Run 1, metal 3:
Scale: 4 px per µm.
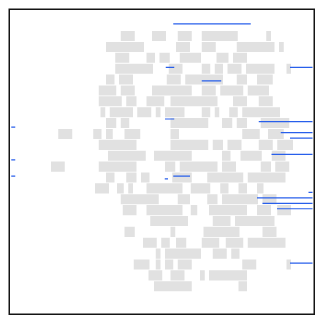
Run 1, metal layers overlaid:
Scale: 6 px per µm. Only two layers are drawn.
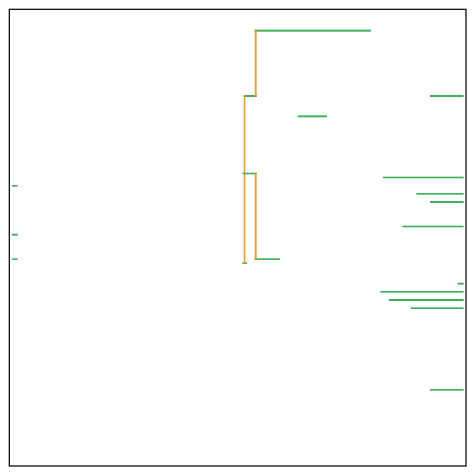
Run 1, met1 routing:
Scale: 8 px per µm. Supply wires on this layer in gray.
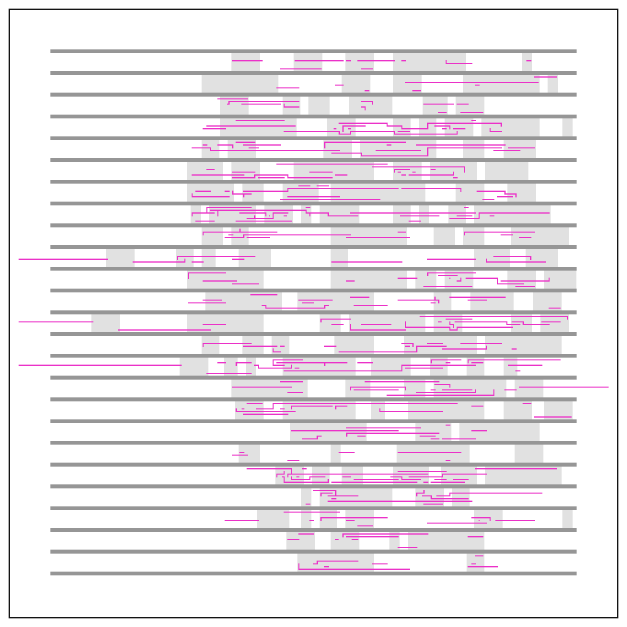
[config.mk]
export PLATFORM = sky130hd
export DESIGN_NAME = joypad_port
export DESIGN_NICKNAME = d
export VERILOG_FILES = /design/src/rtl/joypad_port.sv
export SDC_FILE = /design/constraint.sdc
export NUM_CORES = 1
export LEC_CHECK = 0
export CAP_MARGIN = 25
export CELL_PAD_IN_SITES_DETAIL_PLACEMENT = 1
export CELL_PAD_IN_SITES_GLOBAL_PLACEMENT = 2
export CORE_MARGIN = 5
export CORE_UTILIZATION = 25
export CTS_CLUSTER_SIZE = 40
export DETAILED_ROUTE_END_ITERATION = 12
export GPL_ROUTABILITY_DRIVEN = 0
export MAX_ROUTING_LAYER = met4
export PLACE_DENSITY = 0.72
export RECOVER_POWER = 50
export SYNTH_ARGS = -nofsm -noshare
export SYNTH_HDL_FRONTEND = slang
export SYNTH_SLANG_ARGS = --single-unit
[constraint.sdc]
create_clock -name clock -period 1.15 [get_ports clock]
set_input_delay 0.23 -clock clock [delete_from_list [all_inputs] [get_ports clock]]
set_output_delay 0.23 -clock clock [all_outputs]
set_load 0.03 [all_outputs]
[src/rtl/joypad_port.sv]
// rtl/joypad_port.sv - two-port serial joypad interface behind the $4016/$4017 registers.
// A latched OUT0 strobe continuously reloads both pad shift registers; each completed read shifts its own port once.

module joypad_port #(
    parameter logic FILL_BIT = 1'b1
) (
    input  logic       clock,
    input  logic       nreset,
    input  logic       addr4016w,
    input  logic [7:0] wdata,
    input  logic       naddr4016r,
    input  logic       naddr4017r,
    input  logic [7:0] buttons1,
    input  logic [7:0] buttons2,
    output logic [7:0] rdata,
    output logic       rdata_oe,
    output logic       strobe
);

    logic [7:0] sr1;
    logic [7:0] sr2;
    logic       prev1;
    logic       prev2;
    logic       read_end1;
    logic       read_end2;
    logic       unused_wdata;

    // Only OUT0 is implemented; the remaining write bits are ignored.
    assign unused_wdata = ^wdata[7:1];

    // A read completes when the strobe line returns high, so long reads still shift once.
    assign read_end1 = !prev1 && naddr4016r;
    assign read_end2 = !prev2 && naddr4017r;

    always_ff @(posedge clock or negedge nreset) begin
        if (!nreset) begin
            strobe <= 1'b0;
            prev1  <= 1'b1;
            prev2  <= 1'b1;
        end else begin
            prev1 <= naddr4016r;
            prev2 <= naddr4017r;
            if (addr4016w) begin
                strobe <= wdata[0];
            end
        end
    end

    // The reload/shift choice uses the strobe value held before this edge.
    always_ff @(posedge clock or negedge nreset) begin
        if (!nreset) begin
            sr1 <= 8'hFF;
            sr2 <= 8'hFF;
        end else begin
            if (strobe) begin
                sr1 <= buttons1;
            end else if (read_end1) begin
                sr1 <= {FILL_BIT, sr1[7:1]};
            end

            if (strobe) begin
                sr2 <= buttons2;
            end else if (read_end2) begin
                sr2 <= {FILL_BIT, sr2[7:1]};
            end
        end
    end

    // Port 1 wins when both strobes are low together.
    always_comb begin
        rdata = 8'h00;
        if (!naddr4016r) begin
            rdata[0] = strobe ? buttons1[0] : sr1[0];
        end else if (!naddr4017r) begin
            rdata[0] = strobe ? buttons2[0] : sr2[0];
        end
    end

    assign rdata_oe = !naddr4016r || !naddr4017r;

endmodule

==> summary.txt, run 1 <==
State of the implementation.

- After the flow finishes, the layout carries non-filler instances totaling 187.
- The leakage component of the power was reported as 0.750 nW.
- The buffer depth of the longest clock path is 2, for reference.
- Across all checked pins, the minimum headroom to the slew limit is 66.4%.
- In the final timing run, aggregate negative setup slack is -3.58 ns.
- The maximum resistive drop on vdd is 0.358 mV, for reference.
- The mapped cell area is 1080 µm², for reference.
- The cell count after placement is 173, for reference.
- In the per-layer summary, the met1 wirelength comes to 1.34 mm.
- The area used by sequential logic in the layout is 499 µm², for reference.
- The chip footprint is 5760 µm², for reference.
- In the post-route analysis, the smallest setup slack over all paths is -0.249 ns.
- Warnings raised by the tools during the run amount to 36.
- The final core utilization is 41.4%, for reference.
- The largest driver fanout on the critical path is 4, for reference.
- In the final report, the number of pins over their slew limit comes to 0.
- Counting I/O delays and the setup requirement, the final critical path takes 1.40 ns.
- Averaged over all synthesized cells, the footprint is 11.9 µm².
- For reference, the critical path cell chain is mux2i_1, o22ai_2, buf_6.
- The power per unit of standard cell area is 1170 nW/µm², for reference.
- The final hold violation count is 0, for reference.
- 0 antenna diodes ended up in the layout.
- Note that the worst hold path type here is in -> reg.
- The flow ran to the end, but the final reports show violations.
- Per the detail_route log, met3 wirelength is 115 µm.
- The setup violation total in the final timing report is 20, for reference.
- The CTS root buffer is sky130_fd_sc_hd__clkbuf_8, for reference.
- The DRC violation count after routing is 0, for reference.
- The number of CTS-inserted buffers is 3, for reference.
- The number of buffer and inverter stages on the critical path is 1, for reference.
- The via count of the first global-routing pass came to 953.
- The report puts the hold buffer count at CTS at 0.
- The kind of end point of the critical path is a primary output, for reference.
- The type of element launching the critical path is a flop, for reference.
- The final reports fail on negative setup slack.
- The required time reported for the critical path endpoint is 0.92 ns, for reference.
- The flow measured a signed area growth from synthesis to layout of 63.8%.
- Recorded from the global router log, the overflow total was 0.
- Leaving out fill and tap cells, the most frequent cells in the layout are sky130_fd_sc_hd__clkdlybuf4s50_1 (18), sky130_fd_sc_hd__dfstp_2 (18), sky130_fd_sc_hd__nor2b_1 (16).
- The number of max-cap violations is 0, for reference.
- The clock edge transition at the registers on the reported setup and hold paths is 0.08 ns, for reference.
- Total power for the finished layout comes to 2.09 mW.
- Looking at the max-slew report, the worst-margin pin has a slew of 0.504 ns.
Back to the opening pictures, 'metal 3':
main direction = horizontal
share of all routed wire = 3.7%
nets with wire on the layer = 16
longest straight run = 19.1 µm
sum of routed wire length over all layers: 3.15 mm
number of vias in the routed layout: 904
GR Util met3: 1.72%

Back to the opening pictures, 'metal layers overlaid':
M3 -> green  # wire length 116 µm
M4 -> orange  # wire length 53.0 µm
all-layer global routing usage: 11.3%
average wire per standard cell: 16.9 µm

Back to the opening pictures, 'met1 routing':
wire length on this layer = 1340 µm
share of all routed wire = 43%
routing usage on met1: 13.8%

==> run 1: cell usage after synthesis, drive strengths merged <==
cell | number | area share (%)
nor2b | 16 | 9.2
a221o | 14 | 13
o22ai | 1 | 0.58
nand2 | 1 | 0.35
nand2b | 3 | 1.7
nor4bb | 9 | 8.3
buf | 15 | 10
dfstp | 18 | 44
conb | 1 | 0.35
a21oi | 2 | 0.92
nor2 | 2 | 0.69
dfrtp | 1 | 2.3
mux2 | 1 | 1.0
and4bb | 5 | 5.8
mux2i | 2 | 1.8
==> run 1: cell type report <==
cell class,count,area share [%]
clock buffer,3,2.32
tap,52,3.66
clock inverter,1,0.282
sequential,19,28.1
timing repair buffer,49,30.8
multi-input combinational,63,34.8
==> run 1: final timing paths <==
kind                            end  slack [ns]  cells after the start       start
setup reg to reg             sr2[2]       -0.22                      4      strobe
max in group asynchronous    strobe        0.32                      2      nreset
hold / removal                prev1        0.41                      2  naddr4016r
min in group asynchronous    strobe        0.47                      2      nreset
setup / recovery           rdata[0]       -0.25                      3      strobe
hold reg to reg              sr1[7]        0.53                      2      sr1[7]
==> run 1: report_power, final <==
| part | internal, mW | switching [mW] | total [mW] |
|---|---|---|---|
| Combinational | 0.442 | 0.275 | 0.717 |
| Sequential | 0.828 | 0.0547 | 0.883 |
| Clock | 0.241 | 0.245 | 0.487 |
| Total | 1.51 | 0.575 | 2.09 |
==> run 1: cell families after synthesis <==
logic type | Yosys count | share of synthesized area, %
flip-flops | 19 | 45.9
AND-OR/OR-AND | 17 | 14.4
buffers and inverters | 15 | 10.4
other | 1 | 0.346
multiplexers | 3 | 2.88
AND/OR/NAND/NOR | 36 | 26.1
==> run 1: what timing repair did <==
item / CTS / global route
resized: 27 / 12
setup buffers: 4 / 4
setup endpoints to repair: 18 / 19
pin swaps: 5 / 2
cloned: 3 / 1
--- run 2 (diff from run 1) ---
--- a/config.mk
+++ b/config.mk
@@ -8,13 +8,13 @@
 export CAP_MARGIN = 25
 export CELL_PAD_IN_SITES_DETAIL_PLACEMENT = 1
 export CELL_PAD_IN_SITES_GLOBAL_PLACEMENT = 2
-export CORE_MARGIN = 5
-export CORE_UTILIZATION = 25
+export CORE_MARGIN = 2
+export CORE_UTILIZATION = 34
 export CTS_CLUSTER_SIZE = 40
 export DETAILED_ROUTE_END_ITERATION = 12
-export GPL_ROUTABILITY_DRIVEN = 0
+export DONT_BUFFER_PORTS = 1
 export MAX_ROUTING_LAYER = met4
-export PLACE_DENSITY = 0.72
+export PLACE_DENSITY = 0.68
 export RECOVER_POWER = 50
 export SYNTH_ARGS = -nofsm -noshare
 export SYNTH_HDL_FRONTEND = slang
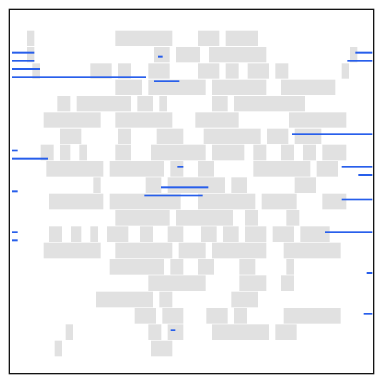
Run 2: metal 3
Scale: 6 px per µm.
longest straight run = 22.1 µm
main direction = horizontal
GR Util met3: 3.41%
sum of routed wire length over all layers: 2.67 mm
number of vias in the routed layout: 792

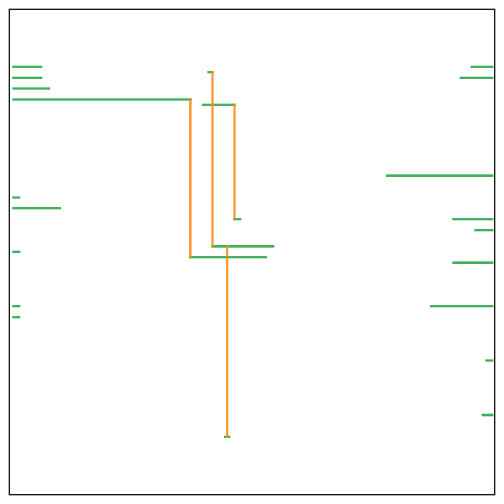
Run 2: metal layers overlaid
Scale: 8 px per µm. Only two layers are drawn.
M4 -> orange  # wire length 79.6 µm
M3 -> green  # wire length 105 µm
average wire per standard cell: 17.7 µm
all-layer global routing usage: 15.5%

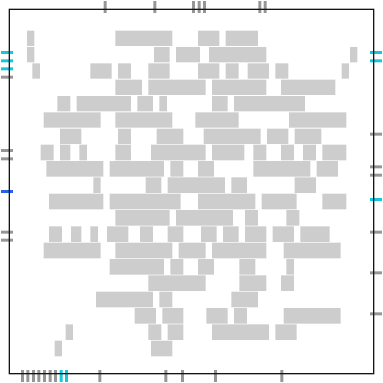
Run 2: pin map
Scale: 6 px per µm. Pins as bars across the die edge, other pins in gray.
rdata -> cyan  # pins 8, direction output, edge 3 right, 3 left, 2 bottom
rdata_oe -> blue  # pins 1, direction output, edge left
all pins by edge = 14 bottom, 9 right, 9 left, 7 top
horizontal die dimension: 60.5 µm
Die H: 60.5 µm

==> summary.txt, run 2 <==
State of the implementation.

- The count of nets left with antenna violations after detail routing is 0, for reference.
- The dominant register cell in the synthesized netlist is sky130_fd_sc_hd__dfstp_2, for reference.
- The via count of the first global-routing pass is 790.
- The power per unit of standard cell area is 1240 nW/µm², for reference.
- The wire length of the first global-routing pass is 3.88 mm, for reference.
- For the pin with the worst max-slew slack, the measured transition is 1.07 ns.
- The flip-flop and latch share of the layout cell area is 33.8%, for reference.
- Clock network power for this build is 0.363 mW.
- The design draws 1.83 mW.
- The congestion estimate from routability-driven global placement came to 0.699.
- The global-route congestion overflow total is 0, for reference.
- The met1 usage is 19.9%, for reference.
- The fraction of power spent switching nets is 28.3%, for reference.
- The cell with the most instances after synthesis is sky130_fd_sc_hd__dfstp_2, for reference.
- The count of flip-flops and latches is 19, for reference.
- Counting the warning lines in the Yosys log gives 0.
- The non-filler instance count after layout is 151, for reference.
- The OpenROAD warning count is 36, for reference.
- Per the detail_route report, DRC violations left total 0.
- The flow ran to the end, but the final reports show violations.
- Looking at area per cell type in the netlist, the leader is sky130_fd_sc_hd__dfstp_2.
- The area used by sequential logic in the layout is 499 µm², for reference.
- In the final report, the number of pins over their slew limit comes to 0.
- Ranked by total cell area, the synthesized netlist is headed by sky130_fd_sc_hd__dfstp_2 (44%), sky130_fd_sc_hd__a221o_1 (13%), sky130_fd_sc_hd__nor2b_1 (9.2%).
- The kind of end point of the critical path is a primary output, for reference.
- In this run, the clock network consumes 19.8% of the power.
- The top cell type by area accounts for 43.6% of the synthesized area.
- The multi-input logic cell count is 63, for reference.
- The count of inverters other than clock inverters in the layout is 0, for reference.
- Per the power-grid run, VDD falls by no more than 0.399 mV.
- The largest driver fanout on the critical path is 2, for reference.
- Yosys reports that the most numerous cell types are sky130_fd_sc_hd__dfstp_2 (18), sky130_fd_sc_hd__nor2b_1 (16), sky130_fd_sc_hd__a221o_1 (14).
- The leakage power is 0.626 nW, for reference.
- Setup violations remaining at the end of the flow were counted as 18.
- Data on the critical path is required at its endpoint by 0.92 ns.
- The met1 wire length is 1.18 mm, for reference.
- The dominant power group is registers, for reference.
- The antenna diode instance count is 0, for reference.
- In this run, power in flip-flops and latches comes to 0.886 mW.
- The final hold violation count recorded for this run is 0.
- Buffers inserted during clock tree synthesis total 3.
- In the final layout, excluding clock buffers the buffer count is 21.
- The net switching power is 0.518 mW, for reference.
- Combinational power for this build is 0.580 mW.
- The top cell types in the final layout, fill and taps aside, are sky130_fd_sc_hd__dfstp_2 (18), sky130_fd_sc_hd__nor2b_1 (16), sky130_fd_sc_hd__a221o_1 (14).
- The cell count after synthesis is 91, for reference.
- Per STA, the worst path is made up of mux2i_1, o22ai_2, buf_6.
- The number of rows in the core area is 20, for reference.
- The cell with the biggest individual delay on the critical path is sky130_fd_sc_hd__dfstp_2, for reference.
- The flow measured a signed area growth from synthesis to layout of 36.0%.
- The CTS root buffer is sky130_fd_sc_hd__clkbuf_4, for reference.
- The final reports fail on negative setup slack.
- The final timing report gives a worst setup slack of -0.328 ns.
- The power report lists cell-internal power as 1.31 mW.
- The core region is 3050 µm².
- The buffer depth of the longest clock path is 2, for reference.
- The flow reports that sequential cells draw 48.4% of the design power.
- Per report_power, the combinational group accounts for 31.7% of the total.
- Clock tree buffers and inverters occupy 1.78% of the routed design's cell area.
- Per the slew report, the remaining headroom to the max-slew limit stands at 28.9%.
- Along the critical path, the tally of buffer and inverter instances is 1.
- The clock edge transition at the registers on the reported setup and hold paths is 0.11 ns, for reference.
- A synthesized cell averages 11.9 µm².
- In this run the cell area of the synthesized design comes to 1080 µm².
- After synthesis, the share of flip-flops with an asynchronous set or reset is 100%.
- The number of max-cap violations is 0, for reference.
- The number of nets at the end of the flow is 137, for reference.
-- run 2: netlist changes by cell type in the layout (fill, tap and decap cells not counted), moves of 2 or more --
cell,delta
sky130_fd_sc_hd__clkbuf_8,-3
sky130_fd_sc_hd__buf_16,-2
sky130_fd_sc_hd__nor4bb_2,-2
sky130_fd_sc_hd__nor4bb_4,+2
sky130_fd_sc_hd__buf_6,-2
sky130_fd_sc_hd__clkbuf_4,+3
sky130_fd_sc_hd__clkdlybuf4s50_1,-18
sky130_fd_sc_hd__buf_4,-3
-- run 2: path summary, 6_finish.rpt --
kind | from | endpoint | slack (ns) | cells after the start
max | sr2[0] | rdata[0] | -0.33 | 3
min | buttons2[7] | sr2[7] | 0.04 | 2
max reg2reg | strobe | sr2[6] | -0.32 | 5
min reg2reg | sr2[7] | sr2[7] | 0.52 | 2
max in group asynchronous | nreset | strobe | 0.37 | 1
min in group asynchronous | nreset | strobe | 0.08 | 1
-- run 2: repair_timing --
| action | 4_1_cts | 5_1_grt |
|---|---|---|
| gates resized | 13 | 12 |
| buffers inserted | 2 | 1 |
| endpoints found under the hold margin | 21 | 0 |
| hold buffers | 3 | 0 |
| endpoints found under the setup margin | 15 | 20 |
| cloned | 2 | 1 |
| pin swaps | 8 | 3 |
-- run 2: logic make-up after synthesis --
group	count (synthesis)	synth area share (%)
flops	19	45.9
simple gates	36	26.1
buf+inv	15	10.4
compound gates	17	14.4
mux	3	2.88
other cells	1	0.346
-- run 2: stage by stage --
step | setup TNS (ns) | utilization (%) | hold WS, ns
after floorplan | -0.414 | - | -0.0656
after global placement | -0.117 | 38.0 | -0.0645
after detailed placement | -0.394 | 38.0 | -0.0647
after CTS | -3.50 | 45.0 | 0.0291
after global routing | -4.46 | 48.3 | 0.0271
final | -3.73 | 48.3 | 0.0364
--- run 3 (diff from run 2) ---
--- a/config.mk
+++ b/config.mk
@@ -9,12 +9,13 @@
 export CELL_PAD_IN_SITES_DETAIL_PLACEMENT = 1
 export CELL_PAD_IN_SITES_GLOBAL_PLACEMENT = 2
 export CORE_MARGIN = 2
-export CORE_UTILIZATION = 34
+export CORE_UTILIZATION = 36
+export CTS_BUF_LIST = sky130_fd_sc_hd__clkbuf_4 sky130_fd_sc_hd__clkbuf_8
 export CTS_CLUSTER_SIZE = 40
 export DETAILED_ROUTE_END_ITERATION = 12
 export DONT_BUFFER_PORTS = 1
 export MAX_ROUTING_LAYER = met4
-export PLACE_DENSITY = 0.68
+export PLACE_DENSITY = 0.72
 export RECOVER_POWER = 50
 export SYNTH_ARGS = -nofsm -noshare
 export SYNTH_HDL_FRONTEND = slang
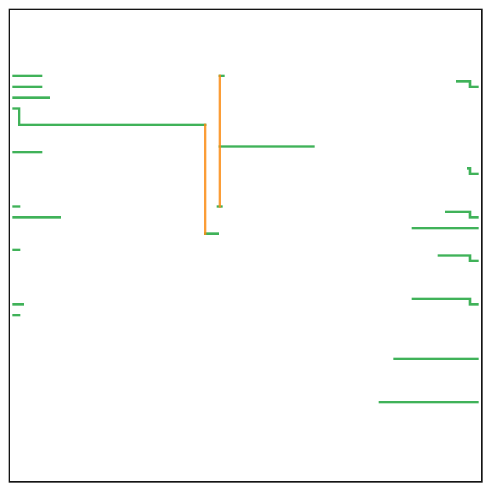
Run 3: metal layers overlaid
Scale: 8 px per µm. Only two layers are drawn.
M4 -> orange  # wire length 29.9 µm
M3 -> green  # wire length 118 µm
all-layer global routing usage: 16.0%
number of vias in the routed layout: 790
average wire per standard cell: 18.9 µm

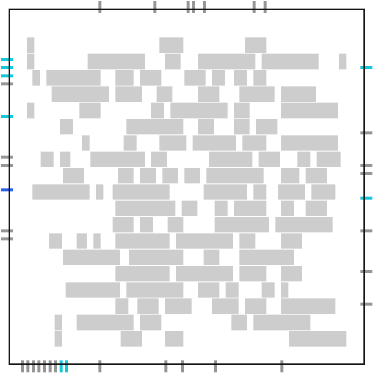
Run 3: pin map
Scale: 6 px per µm. Pins as bars across the die edge, other pins in gray.
rdata -> cyan  # pins 8, direction output, edge 4 left, 2 right, 2 bottom
rdata_oe -> blue  # pins 1, direction output, edge left
all pins by edge = 14 bottom, 10 left, 8 right, 7 top
horizontal die dimension: 58.9 µm
Die H: 58.9 µm

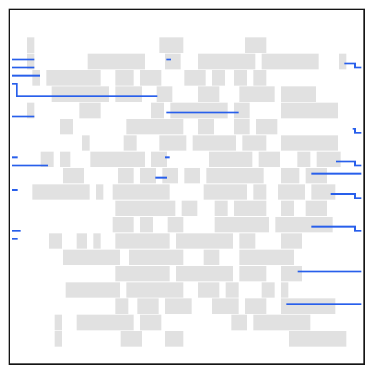
Run 3: metal 3
Scale: 6 px per µm.
wire length on this layer = 118 µm
share of all routed wire = 4.4%
GR Util met3: 3.30%

==> summary.txt, run 3 <==
State of the implementation.

- The run finished, with violations left.
- The checks that failed: design-rule violations, negative setup slack.
- The combinational power is 0.601 mW, for reference.
- Combinational logic is responsible for 32.3% of the overall power.
- The met1 usage is 22.4%, for reference.
- The power report lists cell-internal power as 1.34 mW.
- The overall routed net length is 2.67 mm, for reference.
- The most frequently used library cell after synthesis is sky130_fd_sc_hd__dfstp_2.
- The setup violation total in the final timing report is 19, for reference.
- The routed design could run at a clock period as short as 1.45 ns.
- The routability congestion estimate from global placement is 0.668, for reference.
- The number of rows in the core area is 19, for reference.
- The critical path's slowest stage uses the library cell sky130_fd_sc_hd__dfstp_2.
- The synthesized design contains 0 enable-type register cells.
- Max-slew check failures listed in the final report amount to 0.
- The class of the tightest hold or removal check is in -> reg, for reference.
- The slew of the pin with the lowest slew margin is 1.08 ns, for reference.
- Cells fill 53.1% of the core in the end.
- The setup check on the worst reg-to-reg path leaves a slack of -0.23 ns.
- The critical path in the final layout is reported with a setup slack of -0.297 ns.
- Total power normalized to cell area comes to 1250 nW/µm².
- Summed over the clock group, the power is 0.374 mW.
- In this run the clock root is driven by a sky130_fd_sc_hd__clkbuf_4.
- The via count of the first global-routing pass came to 818.
- The slew check shows that the tightest pin keeps a relative margin of 28.1%.
- The register share of total power is 47.6%, for reference.
- The simple-gate portion of the synthesized area is 26.1%, for reference.
- The worst register-to-register path begins at strobe.
- The most common logic cells in the final layout are sky130_fd_sc_hd__dfstp_2 (18), sky130_fd_sc_hd__a221o_1 (14), sky130_fd_sc_hd__nor2b_1 (13).
- The cell count after synthesis came out at 91.
- The dominant power group is registers, for reference.
- The share of synthesized area in the top cell type comes to 43.6%.
- For the worst min-delay path, the startpoint reported by OpenROAD is buttons1[7].
- The wire length of the first global-routing pass is 4.05 mm, for reference.
- The DRC violation count after routing is 5, for reference.
- The count of nets left with antenna violations after detail routing is 0, for reference.
- Summed over all layers, the global routing overflow is 0.
- The clock share of power is 20.1%, for reference.
- The Yosys warning count is 0, for reference.
- The antenna diode instance count is 0, for reference.
- The switching portion of total power comes to 27.8%.
- The mapped cell area is 1080 µm², for reference.
- The number of max-cap violations is 0, for reference.
- The capturing point of the worst reg2reg path is sr1[1], for reference.
- Data on the critical path is required at its endpoint by 0.92 ns.
- The maximum resistive drop on vdd is 0.605 mV, for reference.
- The worst setup path is launched from a flop.
- After synthesis, the share of flip-flops with an asynchronous set or reset is 100%.
- Yosys attributes the largest share of cell area to sky130_fd_sc_hd__dfstp_2 (44%), sky130_fd_sc_hd__a221o_1 (13%), sky130_fd_sc_hd__nor2b_1 (9.2%).
- The adder-cell share of the synthesized area is 0%, for reference.
- The registers of the reported paths see a clock transition of 0.11 ns.
- Looking at the clock tree report, the maximum root-to-sink buffer count equals 2.
- The detailed placer reported the number of placed instances as 125.
- The flip-flop and latch power is 0.886 mW, for reference.
[run 3: cell counts after synthesis]
Identical to the previous run, type by type.
[run 3: area by class of cell]
type                       instances  area, µm²
clock buffer                       4       30.0
fill                             284       1320
multi-input combinational         63        628
sequential                        19        499
tap                               31       38.8
timing repair buffer              24        293
[run 3: how the worst max path moves through the flow]
| stage | startpoint | to | slack (ns) | cells after the start |
|---|---|---|---|---|
| floorplan | strobe | rdata[0] | -0.24 | 4 |
| global placement | strobe | sr2[3] | -0.03 | 3 |
| detailed placement | strobe | sr2[3] | -0.06 | 3 |
| CTS | sr2[0] | rdata[0] | -0.32 | 3 |
| global route | sr2[0] | rdata[0] | -0.39 | 3 |
| finish | sr2[0] | rdata[0] | -0.30 | 3 |
[run 3: stage by stage]
stage	setup TNS, ns	power (mW)
2_1_floorplan	-0.414	1.20
3_3_place_gp	-0.127	1.24
3_5_place_dp	-0.188	1.26
4_1_cts	-2.31	1.75
5_1_grt	-4.46	1.97
6_report	-3.66	1.86
[run 3: what timing repair did]
action / in CTS / in global routing
buffers inserted: 1 / 5
hold buffers: 3 / 0
gates cloned: 1 / 2
endpoints found under the hold margin: 21 / 0
gates resized: 10 / 24
setup endpoints to repair: 16 / 20
pin swaps: 5 / 8
[run 3: critical path, delay by kind of cell (launching register included)]
| family | cells | cell delay [ns] |
|---|---|---|
| buf+inv | 1 | 0.15 |
| compound gates | 1 | 0.15 |
| flops | 1 | 0.55 |
| mux | 1 | 0.07 |
[run 3: layer usage]
metal | share of wire, % | routed length [µm]
met4 | 1.1 | 29
met2 | 48 | 1290
met1 | 46 | 1230
met5 | 0 | 0
met3 | 4.4 | 117

==> layout pictures side by side <==
Routing congestion map.
(a)
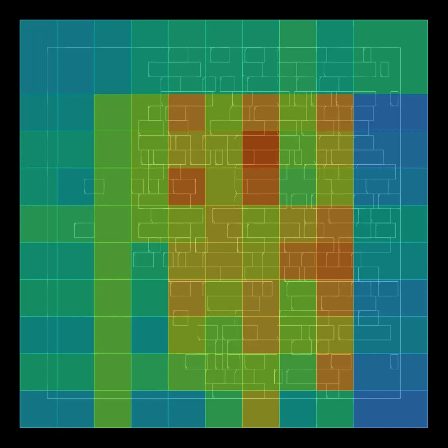
(b)
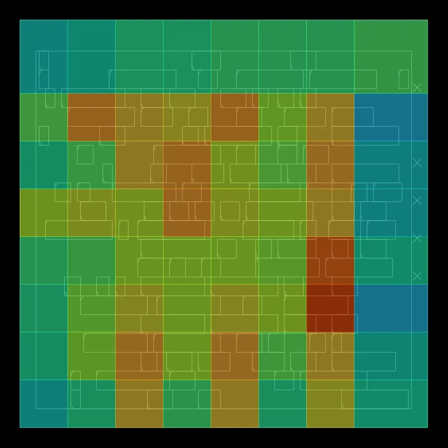
(c)
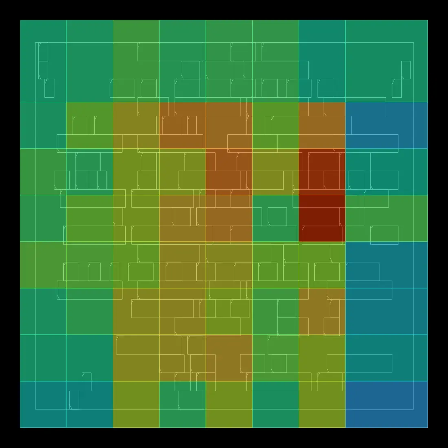
| from | picture |
|---|---|
| run 2 | (c) |
| run 1 | (a) |
| run 3 | (b) |
Of these, lowest track usage: (a)
Of these, lowest utilization: (a)

Power and IR drop assume default switching activity.
